### src/rtl/fifo_pkg.sv
// Shared types and helpers for the synchronous FIFO family.
// Latency: n/a (package only).
// Backpressure: n/a (package only).
package fifo_pkg;

   // Read-mode selector; the FIFO's FWFT parameter is compared against this.
   typedef enum int {
      FIFO_STD  = 0,
      FIFO_FWFT = 1
   } fifo_mode_e;

   // True when v is a positive power of two.
   function automatic bit is_pow2(input int v);
      return (v > 0) && ((v & (v - 1)) == 0);
   endfunction

endpackage

### src/rtl/fifo_ram.sv
// Simple dual-port storage array for the FIFO, no reset on contents.
// Latency: write lands at the clock edge; read is combinational from raddr.
// Backpressure: none; the caller decides when we is allowed.
//
// Ports:
//   clk    - write clock
//   we     - write enable
//   waddr  - write address
//   wdata  - write data
//   raddr  - read address
//   rdata  - read data (asynchronous)
module fifo_ram #(
   parameter int DEPTH      = 8,
   parameter int DATA_WIDTH = 8
) (
   input  logic                     clk,
   input  logic                     we,
   input  logic [$clog2(DEPTH)-1:0] waddr,
   input  logic [DATA_WIDTH-1:0]    wdata,
   input  logic [$clog2(DEPTH)-1:0] raddr,
   output logic [DATA_WIDTH-1:0]    rdata
);

   logic [DATA_WIDTH-1:0] mem [DEPTH];

   always_ff @(posedge clk) begin
      if (we) begin
         mem[waddr] <= wdata;
      end
   end

   assign rdata = mem[raddr];

endmodule

### src/rtl/sync_fifo_v2.sv
// Single-clock FIFO with selectable FWFT read, thresholds, level and sticky errors.
// Latency: FWFT=0 o_data registered 1 cycle after accepted rden; FWFT=1 head shown combinationally.
// Backpressure: writes to a full FIFO are rejected unless a read is accepted in the
//   same cycle; reads of an empty FIFO are always rejected; rejections set sticky flags.
//
// Ports:
//   clk, rst_n      - clock (rising edge), asynchronous active-low reset
//   flush           - synchronous clear, overrides wren/rden
//   wren, i_data    - write request and data
//   rden, o_data    - read request (pop) and read data
//   full, empty     - level == DEPTH / level == 0
//   almost_full     - level >= AF_THRESH
//   almost_empty    - level <= AE_THRESH
//   level           - occupancy 0..DEPTH
//   overflow        - sticky: a write was rejected
//   underflow       - sticky: a read was rejected
module sync_fifo_v2
   import fifo_pkg::*;
#(
   parameter int DEPTH      = 8,
   parameter int DATA_WIDTH = 8,
   parameter int FWFT       = 0,
   parameter int AF_THRESH  = DEPTH - 2,
   parameter int AE_THRESH  = 1
) (
   input  logic                       clk,
   input  logic                       rst_n,
   input  logic                       flush,
   input  logic                       wren,
   input  logic [DATA_WIDTH-1:0]      i_data,
   input  logic                       rden,
   output logic [DATA_WIDTH-1:0]      o_data,
   output logic                       full,
   output logic                       empty,
   output logic                       almost_full,
   output logic                       almost_empty,
   output logic [$clog2(DEPTH):0]     level,
   output logic                       overflow,
   output logic                       underflow
);

   localparam int PTR_W = $clog2(DEPTH);

   localparam logic [PTR_W:0] DEPTH_L = (PTR_W + 1)'(DEPTH);
   localparam logic [PTR_W:0] AF_L    = (PTR_W + 1)'(AF_THRESH);
   localparam logic [PTR_W:0] AE_L    = (PTR_W + 1)'(AE_THRESH);

   // Elaboration-time parameter sanity checks.
   if (!is_pow2(DEPTH) || DEPTH < 2) begin : g_chk_depth
      $error("sync_fifo_v2: DEPTH must be a power of two and at least 2");
   end
   if (AF_THRESH > DEPTH) begin : g_chk_af
      $error("sync_fifo_v2: AF_THRESH must not exceed DEPTH");
   end
   if (AE_THRESH >= DEPTH) begin : g_chk_ae
      $error("sync_fifo_v2: AE_THRESH must be less than DEPTH");
   end

   logic [PTR_W-1:0]      wr_ptr;
   logic [PTR_W-1:0]      rd_ptr;
   logic [DATA_WIDTH-1:0] ram_rdata;
   logic                  rd_acc;
   logic                  wr_acc;

   // Flags decode straight from the registered level.
   assign full         = (level == DEPTH_L);
   assign empty        = (level == '0);
   assign almost_full  = (level >= AF_L);
   assign almost_empty = (level <= AE_L);

   // A full FIFO can still take a write when the head leaves in the same cycle.
   // An empty FIFO never bypasses: the written word is readable next cycle.
   assign rd_acc = rden && !empty;
   assign wr_acc = wren && (!full || rd_acc);

   fifo_ram #(
      .DEPTH      (DEPTH),
      .DATA_WIDTH (DATA_WIDTH)
   ) u_ram (
      .clk   (clk),
      .we    (wr_acc && !flush),
      .waddr (wr_ptr),
      .wdata (i_data),
      .raddr (rd_ptr),
      .rdata (ram_rdata)
   );

   always_ff @(posedge clk or negedge rst_n) begin
      if (!rst_n) begin
         wr_ptr    <= '0;
         rd_ptr    <= '0;
         level     <= '0;
         overflow  <= 1'b0;
         underflow <= 1'b0;
      end else if (flush) begin
         wr_ptr    <= '0;
         rd_ptr    <= '0;
         level     <= '0;
         overflow  <= 1'b0;
         underflow <= 1'b0;
      end else begin
         if (wr_acc) begin
            wr_ptr <= wr_ptr + 1'b1;
         end
         if (rd_acc) begin
            rd_ptr <= rd_ptr + 1'b1;
         end
         case ({wr_acc, rd_acc})
            2'b10:   level <= level + 1'b1;
            2'b01:   level <= level - 1'b1;
            default: level <= level;
         endcase
         if (wren && !wr_acc) begin
            overflow <= 1'b1;
         end
         if (rden && !rd_acc) begin
            underflow <= 1'b1;
         end
      end
   end

   if (FWFT == int'(FIFO_FWFT)) begin : g_fwft
      // Head entry shown directly; meaningless while empty.
      assign o_data = ram_rdata;
   end else begin : g_std
      always_ff @(posedge clk or negedge rst_n) begin
         if (!rst_n) begin
            o_data <= '0;
         end else if (flush) begin
            o_data <= '0;
         end else if (rd_acc) begin
            o_data <= ram_rdata;
         end
      end
   end

endmodule

### config.mk
export PLATFORM = sky130hd
export DESIGN_NAME = sync_fifo_v2
export DESIGN_NICKNAME = d
export VERILOG_FILES = /design/src/rtl/fifo_pkg.sv /design/src/rtl/fifo_ram.sv /design/src/rtl/sync_fifo_v2.sv
export SDC_FILE = /design/constraint.sdc
export NUM_CORES = 1
export LEC_CHECK = 0
export CAP_MARGIN = 20
export CELL_PAD_IN_SITES_DETAIL_PLACEMENT = 0
export CELL_PAD_IN_SITES_GLOBAL_PLACEMENT = 2
export CORE_AREA = 2 2 95 97
export CTS_BUF_LIST = sky130_fd_sc_hd__clkbuf_16
export DETAILED_ROUTE_END_ITERATION = 10
export DIE_AREA = 0 0 97 99
export PLACE_DENSITY_LB_ADDON = 0.1
export SETUP_SLACK_MARGIN = 0.3
export SKIP_LAST_GASP = 1
export SYNTH_ARGS = -nofsm -noshare
export SYNTH_HDL_FRONTEND = slang
export SYNTH_SLANG_ARGS = --single-unit
export TNS_END_PERCENT = 10
### constraint.sdc
create_clock -name clk -period 3.2 [get_ports clk]
set_input_delay 0.48 -clock clk [delete_from_list [all_inputs] [get_ports clk]]
set_output_delay 0.48 -clock clk [all_outputs]
set_load 0.02 [all_outputs]
==> out/results.ini, run 1 <==
[sta]
fin_tns_setup_ns=0
rsz0062_at_grt=false
tightest_slew_ns=0.8248
holdWs_ns=0.4600
min_period_ns=2.665
setup_violations=0
clock.fmax_mhz=375.3
setup_slack_ns=0.5352
max_slew_margin_pct=45.01

[finish]
syn2layout_area_growth_pct=21.80
sh_seq_area_pct=56.07
top_regs=u_ram.mem: 64 flops, o_data: 8 flops, level: 4 flops
comb_share_pct=24.27
logic_gate_count=116
largest_reg_flops=64
logic_area_sq_um=1049
mostFrequentLayoutCells=edfxtp_1 (64), clkdlybuf4s50_1 (30), nor2_1 (27), dfrtp_1 (20), mux4_2 (16)
layout.nonclk_buf_share_pct=9.209
largest_register=u_ram.mem
clk_share_pct=6.979
final_nets=277
n_all_buffers=42
fill_cells=732
seq_area_sq_um=2422
drive_gt1_share_pct=19.08
final_util_pct=50.53
layout_top_cell=edfxtp_1
finalInstanceArea_sq_um=4320
largestClassByArea=registers
n_clock_buffer=9

[synthesis]
top_area_share_pct=54.18
ys_ff=84
yosys.area.top_type=edfxtp_1
ys_sh_xor_pct=1.481
ys_seq_share_pct=68.29
synth.most_common_cell=edfxtp_1
syn-instance-count=215
synth.distinct_cells=37
yosys-mux-area-fraction_pct=13.26
netlist_logic_family_top=multiplexers
async_reset_ff_share_pct=23.81
fa_ha_area_share_pct=2.469
yosys-stat-cells=215
yosysWarnings=0
ys_sh_aoi_pct=4.339
common_cells=edfxtp_1 (64), nor2_1 (27), dfrtp_1 (20)
avgSynthCellArea_sq_um=16.50
edf_count=64
netlist_area_sq_um=3547
yosys_area_sq_um=3547
ff_type=edfxtp_1

[detailed_routing]
wl_per_cell_microns=17.34
drc_errors=0
wl_met2_microns=3094
first_iter_violations=103
totalWireLength_microns=6415
vias_per_cell=5.073
dr.pass1.iters=4
dr_wl_met3_microns=182
detail-route-antenna-nets=0
routed.top_layer=met4

[setup_path]
ff2ff_path_depth=7
path_max_fanout=9
rrSetupSlack_ns=0.87
reg2reg_to=u_ram.mem[0][7]$_DFFE_PP_
cp.depth=4
timing.rr.start=level[0]$_DFFE_PN0P_
start_kind=flip-flop
cp_top_family=buffers and inverters
path_class=reg -> out
worst_ep_arrival_time_ns=2.18
crit_required_ns=2.72
critPathMaxStageDelay_ns=0.69
crit_chain=inv_1 > ha_1 > nor3b_2 > clkdlybuf4s50_1
critPathCaptureType=output pin

[global_routing]
grt_pass1_vias=1863
grt_usage_pct=14.51
met2_usage_pct=22.17
grt_pass1_wl_microns=10540
grt_max_degree=25
overflow=0
antenna_found_initial=0
met3_usage_pct=3.050
groute.layer.met1.usage_pct=20.82

[floorplanning]
io_pins=31
taps=108
rows=34
die_h_microns=99
fp_util_pct=41.48
die_w_microns=97

[flow_run]
warning_count=30
max_cap_violations=0

[pwr]
netSwitchingFraction_pct=31.16
peakVddDrop_mv=0.3317
combPwrFrac_pct=28.0
fin_total_pwr_mw=3.311
p_int_mw=2.279
p_per_area_nw_per_um2=766.3
pg_clk_mw=1.02
pwr-share-clk_pct=30.7
power_leader=registers

[place]
portBuffers=30
placed_cells=353
hpwl_microns=4389

[status]
status=finished clean

[clock_tree]
cts_hold_buf=0
cts-buffers-inserted=9
clock.latency.late_pin_ns=0.33
cts_tree=built

### Cells by drive strength, run 1

The bar under the picture is 20 microns long.
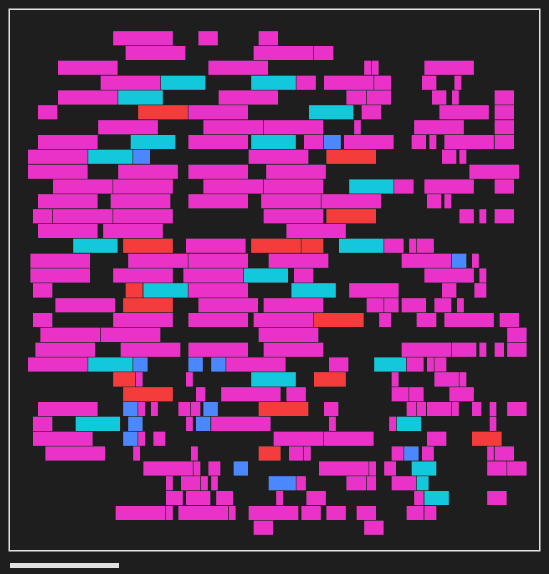
Key: cyan = _2 cells [cells 21, share 8.0%]; magenta = _0 and _1 cells [cells 212, share 81%]; red = _6 and larger [cells 15, share 5.7%]; blue = _3 and _4 cells [cells 14, share 5.3%]

### The metal 1 layer, run 1

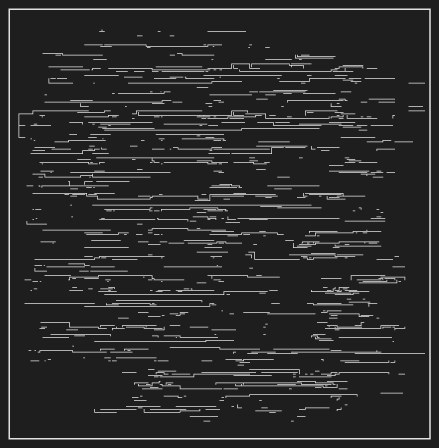
The longest straight run is 50.6 microns. The layer holds 49% of the routed length. 246 nets have wire on it. The layer carries 3110 microns of wire.

### The metal 2 layer, run 1

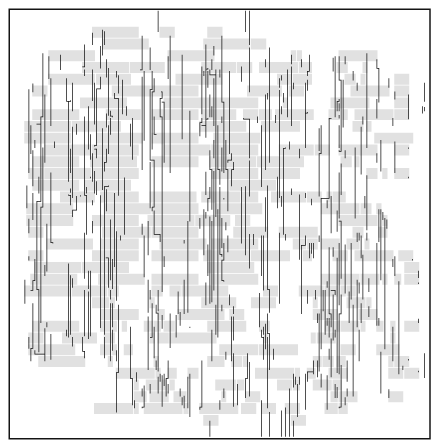
224 nets have wire on it. The layer carries 3090 microns of wire. The wires run mostly vertical.

### Clock nets, run 1

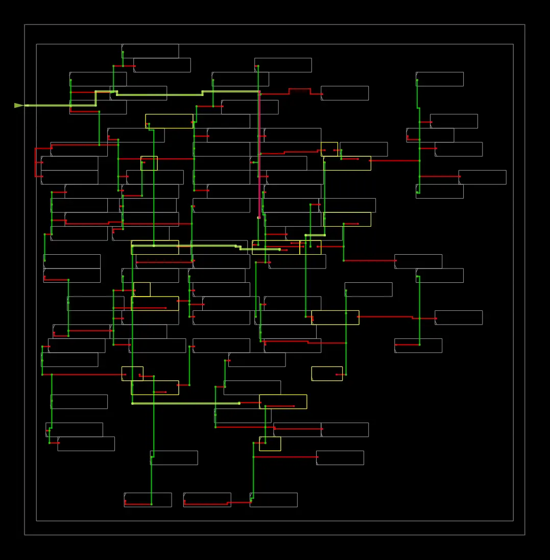
CTS Sinks: 84
clock skew: 0.007691 ns

### Metal layers overlaid, run 1

Only two layers are drawn.
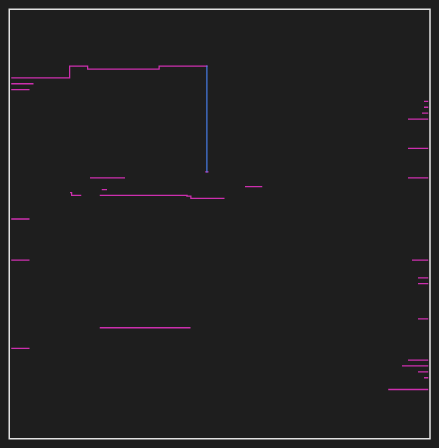

==> run 1 -> run 2 <==
- clock period: 3.2 -> 2.6 ns (I/O delays scaled with it)
### Metal layers overlaid, run 2

Only two layers are drawn.
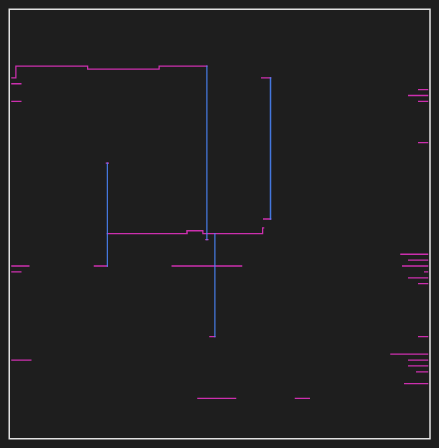
Key: magenta = metal 3 [wire length 200 microns]; blue = metal 4 [wire length 120 microns]

### The metal 2 layer, run 2

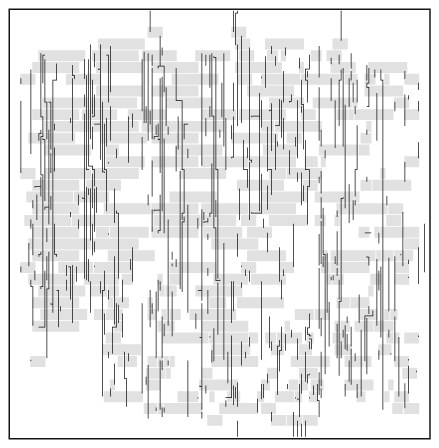
218 nets have wire on it. The longest straight run is 76.2 microns. The wires run mostly vertical. The layer carries 3030 microns of wire.

==> out/results.ini, run 2 <==
[finish]
sh_seq_area_pct=55.65
comb_share_pct=24.46
layout.cells.non_filler=373
drive_gt1_share_pct=20.75
nNonClkInverters=4
seq_area_sq_um=2422
layout_top_cell=edfxtp_1
largestClassByArea=registers
layout.nonclk_buf_share_pct=9.514
mostFrequentLayoutCells=edfxtp_1 (64), clkdlybuf4s50_1 (28), nor2_1 (27), dfrtp_1 (20), mux4_2 (16)
seq_cells=84
largest_register=u_ram.mem
finalInstanceArea_sq_um=4353
final_nets=280
fill_cells=728
n_clock_buffer=9
n_all_buffers=45
logic_area_sq_um=1065
syn2layout_area_growth_pct=22.72
top_regs=u_ram.mem: 64 flops, o_data: 8 flops, level: 4 flops
final_util_pct=50.91
largest_reg_flops=64
logic_gate_count=116
clk_share_pct=6.927

[setup_path]
timing.rr.start=level[1]$_DFFE_PN0P_
path_max_fanout=4
start_kind=flip-flop
crit_chain=inv_1 > ha_1 > nand2b_1 > nor2_1 > clkdlybuf4s50_1
crit_required_ns=2.21
worst_ep_arrival_time_ns=1.85
cp_top_family=buffers and inverters
cp.depth=5
critPathCapture=full
path_class=reg -> out
ff2ff_path_depth=7
rrSetupSlack_ns=0.53
reg2reg_to=u_ram.mem[0][4]$_DFFE_PP_
critPathCaptureType=output pin
critPathMaxStageDelay_ns=0.61

[global_routing]
grt_usage_pct=14.73
antenna_found_initial=0
met3_usage_pct=2.624
grt_pass1_wl_microns=10550
met2_usage_pct=23.02
grt_pass1_vias=1932
grt_max_degree=21
groute.layer.met1.usage_pct=20.45
overflow=0

[detailed_routing]
wl_per_cell_microns=17.54
dr.pass1.iters=4
totalWireLength_microns=6543
wirelength_met1_microns=3194
vias_per_cell=5.064
wl_met2_microns=3028
drc_errors=0
routed.top_layer=met4
dr_wl_met3_microns=200
detail-route-antenna-nets=0
first_iter_violations=94

[sta]
clock.fmax_mhz=446.9
setup_slack_ns=0.3623
period_used_pct=86.06
max_slew_margin_pct=46.07
setup_violations=0
rsz0062_at_grt=true
slew_viol_final=0
fin_tns_setup_ns=0
holdWs_ns=0.4092
tightest_slew_ns=0.8089
min_period_ns=2.238
skew_ns=0.006125

[pwr]
switchingPower_mw=1.287
combPwrFrac_pct=29.2
pwr-share-clk_pct=30.4
peakVddDrop_mv=0.4689
power_leader=registers
seq_power_mw=1.66
pg_clk_mw=1.25
pwr-share-seq_pct=40.4
p_per_area_nw_per_um2=944.4
fin_total_pwr_mw=4.111
p_int_mw=2.824
netSwitchingFraction_pct=31.32

[floorplanning]
die_w_microns=97
io_pins=31
die_h_microns=99
rows=34
fp_util_pct=41.48
taps=108
die-area_sq_um=9603

[synthesis]
common_cells=edfxtp_1 (64), nor2_1 (27), dfrtp_1 (20)
netlist_area_sq_um=3547
fa_ha_area_share_pct=2.469
async_reset_ff_share_pct=23.81
ys_sh_aoi_pct=4.339
synth.most_common_cell=edfxtp_1
ff_type=edfxtp_1
ys_sh_xor_pct=1.481
top_area_share_pct=54.18
ys_seq_share_pct=68.29
synth.distinct_cells=37
avgSynthCellArea_sq_um=16.50
yosys-mux-area-fraction_pct=13.26
ys_ff=84
yosys.area.top_type=edfxtp_1
yosys_area_sq_um=3547
netlist_logic_family_top=multiplexers
yosysWarnings=0
syn-instance-count=215
ys_sh_simple_pct=8.007
fp_nets=235
yosys-stat-cells=215
edf_count=64

[flow_run]
max_cap_violations=0
warning_count=32

[status]
status=finished clean

[clock_tree]
cts_setup_buffers=0
cts_tree=built
clock.latency.late_pin_ns=0.33
path_clk_slew_ns=0.07
tritoncts_num_sinks=84
cts-buffers-inserted=9
cts_hold_buf=0
post_cts_resized=2
clock_path_buffers=2
root_buffer=clkbuf_16

[min_path]
min_path_type=in -> async

[place]
portBuffers=30
hpwl_microns=4380
placed_cells=357

Power is estimated from default activity; no workload was simulated.
